$ cat src/rtl/encoder4to2_serial_if.sv
// Handshake bundle for encoder4to2_serial: request vector in, one encoded index out per transfer.
interface encoder4to2_serial_if #(
   parameter int unsigned N = 4,
   parameter int unsigned W = 2
);
   logic         in_valid;
   logic         in_ready;
   logic [N-1:0] D;
   logic         out_valid;
   logic         out_ready;
   logic [W-1:0] Y;
   logic         last;
   logic         none;

   // Producer/consumer side (drives requests, accepts indices)
   modport master (
      output in_valid, D, out_ready,
      input  in_ready, out_valid, Y, last, none
   );

   // Encoder side
   modport slave (
      input  in_valid, D, out_ready,
      output in_ready, out_valid, Y, last, none
   );
endinterface

$ cat src/rtl/encoder4to2_serial.sv
// Sequential priority encoder: captures a multi-hot vector and emits one set-bit index per handshake.
// Optional macro ENC_MSB_FIRST_EN selects highest-first order instead of the default lowest-first.
module encoder4to2_serial #(
   parameter int unsigned N = 4,
   parameter int unsigned W = 2
) (
   input  logic                  clk,
   input  logic                  rst_n,
   encoder4to2_serial_if.slave   bus
);

   typedef enum logic {IDLE, DRAIN} state_t;

   state_t       state_q, state_d;
   logic [N-1:0] pending_q, pending_d;
   logic         none_q, none_d;
   logic [W-1:0] sel;
   logic         single;

   // Pick the next index to emit from the outstanding request bits
   always_comb begin
      sel = '0;
`ifdef ENC_MSB_FIRST_EN
      for (int i = 0; i < int'(N); i++) begin
         if (pending_q[i]) sel = W'(i);
      end
`else
      for (int i = int'(N) - 1; i >= 0; i--) begin
         if (pending_q[i]) sel = W'(i);
      end
`endif
   end

   // Exactly one bit outstanding means the current index closes the vector
   assign single = (pending_q != '0) && ((pending_q & (pending_q - N'(1))) == '0);

   always_ff @(posedge clk or negedge rst_n) begin
      if (!rst_n) begin
         state_q   <= IDLE;
         pending_q <= '0;
         none_q    <= 1'b0;
      end else begin
         state_q   <= state_d;
         pending_q <= pending_d;
         none_q    <= none_d;
      end
   end

   // Next-state and handshake decode; outputs depend only on registered state
   always_comb begin
      state_d       = state_q;
      pending_d     = pending_q;
      none_d        = 1'b0;
      bus.in_ready  = 1'b0;
      bus.out_valid = 1'b0;
      bus.Y         = '0;
      bus.last      = 1'b0;
      case (state_q)
         IDLE: begin
            bus.in_ready = 1'b1;
            if (bus.in_valid) begin
               if (bus.D != '0) begin
                  pending_d = bus.D;
                  state_d   = DRAIN;
               end else begin
                  none_d = 1'b1;
               end
            end
         end
         DRAIN: begin
            bus.out_valid = 1'b1;
            bus.Y         = sel;
            bus.last      = single;
            if (bus.out_ready) begin
               pending_d = pending_q & ~(N'(1) << sel);
               if (single) state_d = IDLE;
            end
         end
         default: state_d = IDLE;
      endcase
   end

   assign bus.none = none_q;

endmodule

$ cat src/flat_wrapper.sv
// flat-port wrapper written by rule: the top's interface ports become plain ports
module encoder4to2_serial_flat 
#(
   parameter int unsigned N = 4,
   parameter int unsigned W = 2
)
  (clk, rst_n, bus_in_valid, bus_D, bus_out_ready, bus_in_ready, bus_out_valid, bus_Y, bus_last, bus_none);
  encoder4to2_serial_if #(.N(N), .W(W)) bus_i ();
  input  logic clk;
  input  logic rst_n;
  input wire logic [$bits(bus_i.in_valid)-1:0] bus_in_valid;
  input wire logic [$bits(bus_i.D)-1:0] bus_D;
  input wire logic [$bits(bus_i.out_ready)-1:0] bus_out_ready;
  output wire logic [$bits(bus_i.in_ready)-1:0] bus_in_ready;
  output wire logic [$bits(bus_i.out_valid)-1:0] bus_out_valid;
  output wire logic [$bits(bus_i.Y)-1:0] bus_Y;
  output wire logic [$bits(bus_i.last)-1:0] bus_last;
  output wire logic [$bits(bus_i.none)-1:0] bus_none;
  assign bus_i.in_valid = bus_in_valid;
  assign bus_i.D = bus_D;
  assign bus_i.out_ready = bus_out_ready;
  assign bus_in_ready = bus_i.in_ready;
  assign bus_out_valid = bus_i.out_valid;
  assign bus_Y = bus_i.Y;
  assign bus_last = bus_i.last;
  assign bus_none = bus_i.none;
  encoder4to2_serial #(.N(N), .W(W)) u_core (.clk(clk), .rst_n(rst_n), .bus(bus_i));
endmodule
$ cat config.mk
export PLATFORM = sky130hd
export DESIGN_NAME = encoder4to2_serial_flat
export DESIGN_NICKNAME = d
export VERILOG_FILES = /design/src/rtl/encoder4to2_serial_if.sv /design/src/rtl/encoder4to2_serial.sv /design/src/flat_wrapper.sv
export SDC_FILE = /design/constraint.sdc
export NUM_CORES = 1
export LEC_CHECK = 0
export CORE_AREA = 8 8 45 47
export CTS_BUF_LIST = sky130_fd_sc_hd__clkbuf_4 sky130_fd_sc_hd__clkbuf_8
export DETAILED_ROUTE_END_ITERATION = 10
export DIE_AREA = 0 0 53 55
export PLACE_DENSITY = 0.56
export SLEW_MARGIN = 20
export SYNTH_ARGS = -nofsm -noshare
export SYNTH_HDL_FRONTEND = slang
export SYNTH_SLANG_ARGS = --single-unit
export TNS_END_PERCENT = 1
$ cat constraint.sdc
create_clock -name clk -period 1.1 [get_ports clk]
set_input_delay 0.11 -clock clk [delete_from_list [all_inputs] [get_ports clk]]
set_output_delay 0.11 -clock clk [all_outputs]
set_load 0.01 [all_outputs]
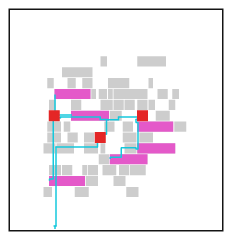
(clock distribution)
Scale: 4 px per µm.
- clock wires: cyan (length 109 µm)
- flip-flops: magenta (count 6)
- cells driving clock nets: red (count 3)
- routed clock nets: 4
clk latency late pin: 0.24 ns
Clock Skews: 0.000637 ns
part of the power in the clock network: 0.115
clock network power: 0.198 mW

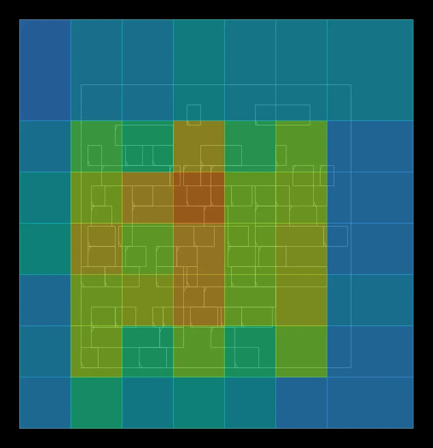
(routing congestion)
GR Util All Layers: 0.0851
met3 Use GR: 0.0481
gr busiest metal: met2
met2 Use GR: 0.123
WL/cell: 13.8 µm

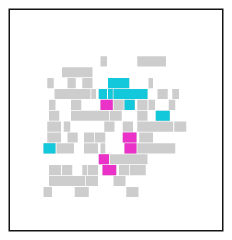
(logic cells by family)
Scale: 4 px per µm.
- NOR gates: cyan (cells 7)
- AND-OR and OR-AND gates: magenta (cells 5)
logic share of the area: 0.356
Top cell excl fill/tap: buf_4

==> flow_summary.toml <==
# generated from flow reports
[run_status]
status = "finished, violations left"
violations = "negative setup slack"

[layout]
syn2layout_area_growth_pct = 81.1
logic_gates = 24
diodes = 0
seq_area_um2 = 154
nNetsFinal = 71

[clocking]
path_clk_slew_ns = 0.04
numCtsBuffers = 3
cts.sinks = 6

[worst_setup_path]
endpoint_kind = "output pin"
crit_end = "bus_last"

[logic_synthesis]
yosys.area_share.aoi = 0.210
top_area_frac = 0.427
ys_top_logic_family = "simple AND/OR/NAND/NOR gates"
simple_gate_share = 0.267
synth_stat.cells = 34

[placed_design]
placed_cells = 72

[timing]
setup_viol = 8
worst_slack_ns = -0.433
hold_viol_final = 0
max_freq_mhz = 652
slew_headroom = 0.812
hold_slack_ns = 0.114
tightest_slew_ns = 0.282

[global_routing]
gr-total-overflow = 0

[flow_run]
tool_warnings = 29

[floorplanning]
io-pin-count = 14
core-area_um2 = 1380

[drt]
drt_iter0_drc = 7
sequential cells by signal, indices dropped and copies added, names as in the netlist:
register and flops:
u_core.bus.none 1, u_core.pending_q 4, u_core.state_q 1
routing by layer:
layer / share of wire / vias to the layer above / track usage
met5: 0 / - / 0
met1: 0.45 / 167 / 0.0955
met4: 0.018 / 0 / 0.0517
met3: 0.074 / 2 / 0.0481
li1: - / 185 / -
met2: 0.46 / 13 / 0.123
where the power goes:
part / switching, mW / leakage (nW) / internal (mW)
sequential: 0.128 / 0.0715 / 0.315
clock: 0.0753 / 0.0138 / 0.123
combinational: 0.452 / 0.222 / 0.629
total: 0.655 / 0.308 / 1.07
Power figures rest on the tool's default switching activity, not on a simulated workload.
